==> src/rtl/seq_chunk_adder_if.sv <==
// Handshake and operand/result bus for seq_chunk_adder; master is the requester/consumer side.
// With ADDER_SUB_EN defined the bus also carries in_sub and ovf.
interface seq_chunk_adder_if #(
    parameter int WIDTH = 100
);
    logic             in_valid;
    logic             in_ready;
    logic [WIDTH-1:0] a;
    logic [WIDTH-1:0] b;
    logic             cin;
    logic             out_valid;
    logic             out_ready;
    logic [WIDTH-1:0] sum;
    logic [WIDTH-1:0] cout;
    logic             carry_out;
`ifdef ADDER_SUB_EN
    logic             in_sub;
    logic             ovf;
`endif

    modport master (
        output in_valid, a, b, cin, out_ready,
        input  in_ready, out_valid, sum, cout, carry_out
`ifdef ADDER_SUB_EN
        , output in_sub
        , input  ovf
`endif
    );

    modport slave (
        input  in_valid, a, b, cin, out_ready,
        output in_ready, out_valid, sum, cout, carry_out
`ifdef ADDER_SUB_EN
        , input  in_sub
        , output ovf
`endif
    );
endinterface

==> src/rtl/seq_chunk_adder.sv <==
// Ripple-carry a+b+cin over WIDTH bits, CHUNK bits per clock; optional subtract via ADDER_SUB_EN.
// Latency: out_valid rises NCHUNK cycles after the accept edge; one op per NCHUNK+2 cycles.
// Backpressure: result held in DONE until out_ready; in_ready only in IDLE, so no accept during handoff.
module seq_chunk_adder #(
    parameter int WIDTH = 100,
    parameter int CHUNK = 25
) (
    input  logic               clk,
    input  logic               rst,
    seq_chunk_adder_if.slave   bus
);
    localparam int NCHUNK = (WIDTH + CHUNK - 1) / CHUNK;
    localparam int IDXW   = (NCHUNK > 1) ? $clog2(NCHUNK) : 1;

    typedef enum logic [1:0] {IDLE, CALC, DONE} state_t;

    state_t           state;
    state_t           state_nxt;
    logic [WIDTH-1:0] a_q;
    logic [WIDTH-1:0] b_q;
    logic [WIDTH-1:0] sum_q;
    logic [WIDTH-1:0] cout_q;
    logic             c_run;
    logic [IDXW-1:0]  idx;
    logic             accept;
    logic             last;
    logic [WIDTH-1:0] b_eff;
    logic             cin_eff;

    // Subtraction is folded in at capture time, so the slice adder never sees in_sub.
`ifdef ADDER_SUB_EN
    assign b_eff   = bus.in_sub ? ~bus.b : bus.b;
    assign cin_eff = bus.cin ^ bus.in_sub;
`else
    assign b_eff   = bus.b;
    assign cin_eff = bus.cin;
`endif

    assign last = (int'(idx) == NCHUNK - 1);

    always_ff @(posedge clk) begin
        if (rst) state <= IDLE;
        else     state <= state_nxt;
    end

    always_comb begin
        state_nxt     = state;
        accept        = 1'b0;
        bus.in_ready  = 1'b0;
        bus.out_valid = 1'b0;
        case (state)
            IDLE: begin
                bus.in_ready = 1'b1;
                if (bus.in_valid) begin
                    accept    = 1'b1;
                    state_nxt = CALC;
                end
            end
            CALC: begin
                if (last) state_nxt = DONE;
            end
            DONE: begin
                bus.out_valid = 1'b1;
                if (bus.out_ready) state_nxt = IDLE;
            end
            default: state_nxt = IDLE;
        endcase
    end

    // Current slice: operands shifted down to bit 0, results shifted back up.
    // Bits of a partial last slice past WIDTH-1 are zero-filled and fall off the left shift.
    logic [WIDTH-1:0] a_sh;
    logic [WIDTH-1:0] b_sh;
    logic [WIDTH-1:0] s_ins;
    logic [WIDTH-1:0] c_ins;
    logic [CHUNK-1:0] s_sl;
    logic [CHUNK-1:0] c_sl;
    int               base;

    always_comb begin
        logic c;
        logic c_next;
        base  = int'(idx) * CHUNK;
        a_sh  = a_q >> base;
        b_sh  = b_q >> base;
        s_sl  = '0;
        c_sl  = '0;
        c     = c_run;
        for (int j = 0; j < CHUNK; j++) begin
            c_next  = (a_sh[j] & b_sh[j]) | (a_sh[j] & c) | (b_sh[j] & c);
            s_sl[j] = a_sh[j] ^ b_sh[j] ^ c;
            c_sl[j] = c_next;
            c       = c_next;
        end
        s_ins            = '0;
        c_ins            = '0;
        s_ins[CHUNK-1:0] = s_sl;
        c_ins[CHUNK-1:0] = c_sl;
        s_ins            = s_ins << base;
        c_ins            = c_ins << base;
    end

    always_ff @(posedge clk) begin
        if (rst) begin
            a_q    <= '0;
            b_q    <= '0;
            sum_q  <= '0;
            cout_q <= '0;
            c_run  <= 1'b0;
            idx    <= '0;
        end else if (accept) begin
            a_q    <= bus.a;
            b_q    <= b_eff;
            c_run  <= cin_eff;
            sum_q  <= '0;
            cout_q <= '0;
            idx    <= '0;
        end else if (state == CALC) begin
            sum_q  <= sum_q | s_ins;
            cout_q <= cout_q | c_ins;
            c_run  <= c_sl[CHUNK-1];
            idx    <= last ? '0 : idx + 1'b1;
        end
    end

    assign bus.sum       = sum_q;
    assign bus.cout      = cout_q;
    assign bus.carry_out = cout_q[WIDTH-1];

`ifdef ADDER_SUB_EN
    generate
        if (WIDTH >= 2) begin : g_ovf
            assign bus.ovf = cout_q[WIDTH-1] ^ cout_q[WIDTH-2];
        end else begin : g_ovf1
            assign bus.ovf = 1'b0;
        end
    endgenerate
`endif
endmodule

==> src/flat_wrapper.sv <==
// flat-port wrapper written by rule: the top's interface ports become plain ports
module seq_chunk_adder_flat 
#(
    parameter int WIDTH = 100,
    parameter int CHUNK = 25
)
  (clk, rst, bus_in_valid, bus_a, bus_b, bus_cin, bus_out_ready, bus_in_ready, bus_out_valid, bus_sum, bus_cout, bus_carry_out);
  seq_chunk_adder_if #(.WIDTH(WIDTH)) bus_i ();
  input  logic clk;
  input  logic rst;
  input wire logic [$bits(bus_i.in_valid)-1:0] bus_in_valid;
  input wire logic [$bits(bus_i.a)-1:0] bus_a;
  input wire logic [$bits(bus_i.b)-1:0] bus_b;
  input wire logic [$bits(bus_i.cin)-1:0] bus_cin;
  input wire logic [$bits(bus_i.out_ready)-1:0] bus_out_ready;
  output wire logic [$bits(bus_i.in_ready)-1:0] bus_in_ready;
  output wire logic [$bits(bus_i.out_valid)-1:0] bus_out_valid;
  output wire logic [$bits(bus_i.sum)-1:0] bus_sum;
  output wire logic [$bits(bus_i.cout)-1:0] bus_cout;
  output wire logic [$bits(bus_i.carry_out)-1:0] bus_carry_out;
  assign bus_i.in_valid = bus_in_valid;
  assign bus_i.a = bus_a;
  assign bus_i.b = bus_b;
  assign bus_i.cin = bus_cin;
  assign bus_i.out_ready = bus_out_ready;
  assign bus_in_ready = bus_i.in_ready;
  assign bus_out_valid = bus_i.out_valid;
  assign bus_sum = bus_i.sum;
  assign bus_cout = bus_i.cout;
  assign bus_carry_out = bus_i.carry_out;
  seq_chunk_adder #(.WIDTH(WIDTH), .CHUNK(CHUNK)) u_core (.clk(clk), .rst(rst), .bus(bus_i));
endmodule
==> config.mk <==
export PLATFORM = sky130hd
export DESIGN_NAME = seq_chunk_adder_flat
export DESIGN_NICKNAME = d
export VERILOG_FILES = /design/src/rtl/seq_chunk_adder_if.sv /design/src/rtl/seq_chunk_adder.sv /design/src/flat_wrapper.sv
export SDC_FILE = /design/constraint.sdc
export NUM_CORES = 1
export LEC_CHECK = 0
export CAP_MARGIN = 25
export CORE_MARGIN = 3
export CORE_UTILIZATION = 44
export DETAILED_ROUTE_END_ITERATION = 12
export PLACE_DENSITY = 0.76
export SETUP_SLACK_MARGIN = 0.05
export SLEW_MARGIN = 0
export SYNTH_ARGS = -nofsm -noshare
export SYNTH_HDL_FRONTEND = slang
export SYNTH_SLANG_ARGS = --single-unit
==> constraint.sdc <==
create_clock -name clk -period 14.6 [get_ports clk]
set_clock_uncertainty 0.2 [all_clocks]
set_input_delay 2.92 -clock clk [delete_from_list [all_inputs] [get_ports clk]]
set_output_delay 2.92 -clock clk [all_outputs]
set_load 0.02 [all_outputs]
Fig. 1: placement by cell class
Bar = 50 um.
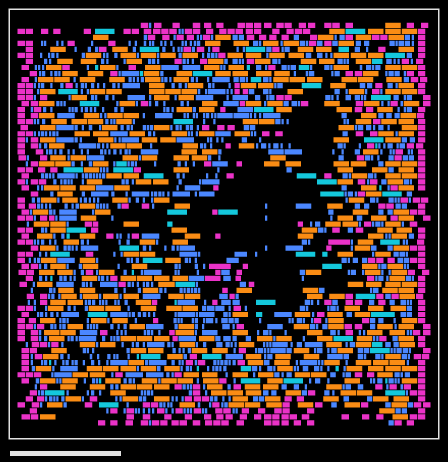
combinational and other logic -> blue  # cells 1155, share of their area 33%
other buffers and delay cells -> magenta  # cells 436, share of their area 21%
flops -> orange  # cells 405, share of their area 40%
clock drivers and dummy loads -> cyan  # cells 68, share of their area 6.2%

==> flow_metrics.env <==
# flow metrics
export IMPL_outcome="finished clean"
export IMPL_comb_cells=1104
export IMPL_cp_max_fo=6
export IMPL_holdPathEnd="u_core.b_q[42]"
export IMPL_fillers=2874
export IMPL_worstSkewPairLatency_ps=510
export IMPL_rows=67
export IMPL_ys_cells=1686
export IMPL_setup_viol=0
export IMPL_switchingPower_w=0.000578
export IMPL_async_flop_share=0
export IMPL_io_pins=408
export IMPL_final_core_util=0.620
export IMPL_die_x_um=193
export IMPL_n_all_inverters=51
export IMPL_drv_slew=0
export IMPL_postSynthSeqShare=0.526
export IMPL_r2r_slack_ps=680
export IMPL_arrival_ps=14130
export IMPL_top_area_cell="dfxtp_1"
export IMPL_nonClkBufAreaFrac=0.206
export IMPL_ys_flop_type="dfxtp_1"
export IMPL_timing_hold_ws_ps=250
export IMPL_leakagePower_nw=7.49
export IMPL_power_share_sequential=0.479
export IMPL_ys_sh_aoi=0.162
export IMPL_crit_type="flip-flop to flip-flop"
export IMPL_holdBufCountCts=0
export IMPL_clockNetworkAreaShare=0.0601
export IMPL_most_common_cell="dfxtp_1"
export IMPL_p_total_w=0.00243
export IMPL_enable_flop_cells=0
export IMPL_relSlewSlack=0.310
export IMPL_cp_start_kind="flip-flop"
export IMPL_grt_pass1_wl_mm=74.1
export IMPL_min_delay_path_depth=2
export IMPL_ant_nets=0
export IMPL_vias=13100
export IMPL_cts_root_buf="clkbuf_16"
export IMPL_crit_start="u_core.idx[0]"
export IMPL_ff2ff_path_depth=29
Fig. 2: routing congestion
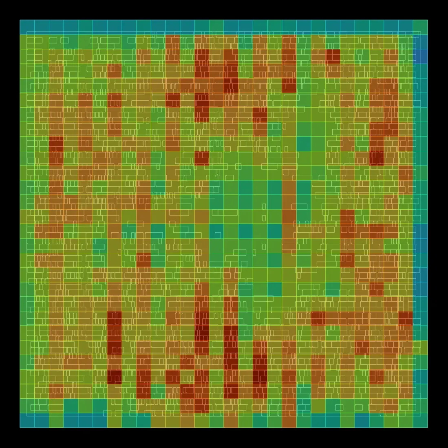
wire length per cell: 19.0 um
GRT Overall Usage: 0.247
met3 Resource Use GR: 0.0560
GR Util met2: 0.386
GR peak layer: met2

[cell usage in the layout (no fill, tap or decap), types with 10 or more instances in the layout]
cell             synthesis  layout
o21a_1                 192     192
clkdlybuf4s50_1          0     406
dfxtp_1                405     403
fa_1                    25      19
clkbuf_16                0      41
buf_4                    2      26
mux4_2                  50      50
clkbuf_1                70      10
nand2_1                401     401
inv_1                   51      51
a21oi_1                207     207
nor2_1                 206     205
[routing by layer]
layer | track usage | share of wire
met2 | 0.386 | 0.45
met5 | 0 | 0.00096
met4 | 0.0616 | 0.021
met3 | 0.0560 | 0.079
met1 | 0.349 | 0.45
[registers in the layout, indices dropped and copies added, names as in the netlist]
register	count
u_core.a_q	100
u_core.bus.cout	100
u_core.c_run	1
u_core.state	2
u_core.bus.sum	100
u_core.idx	2
u_core.b_q	100
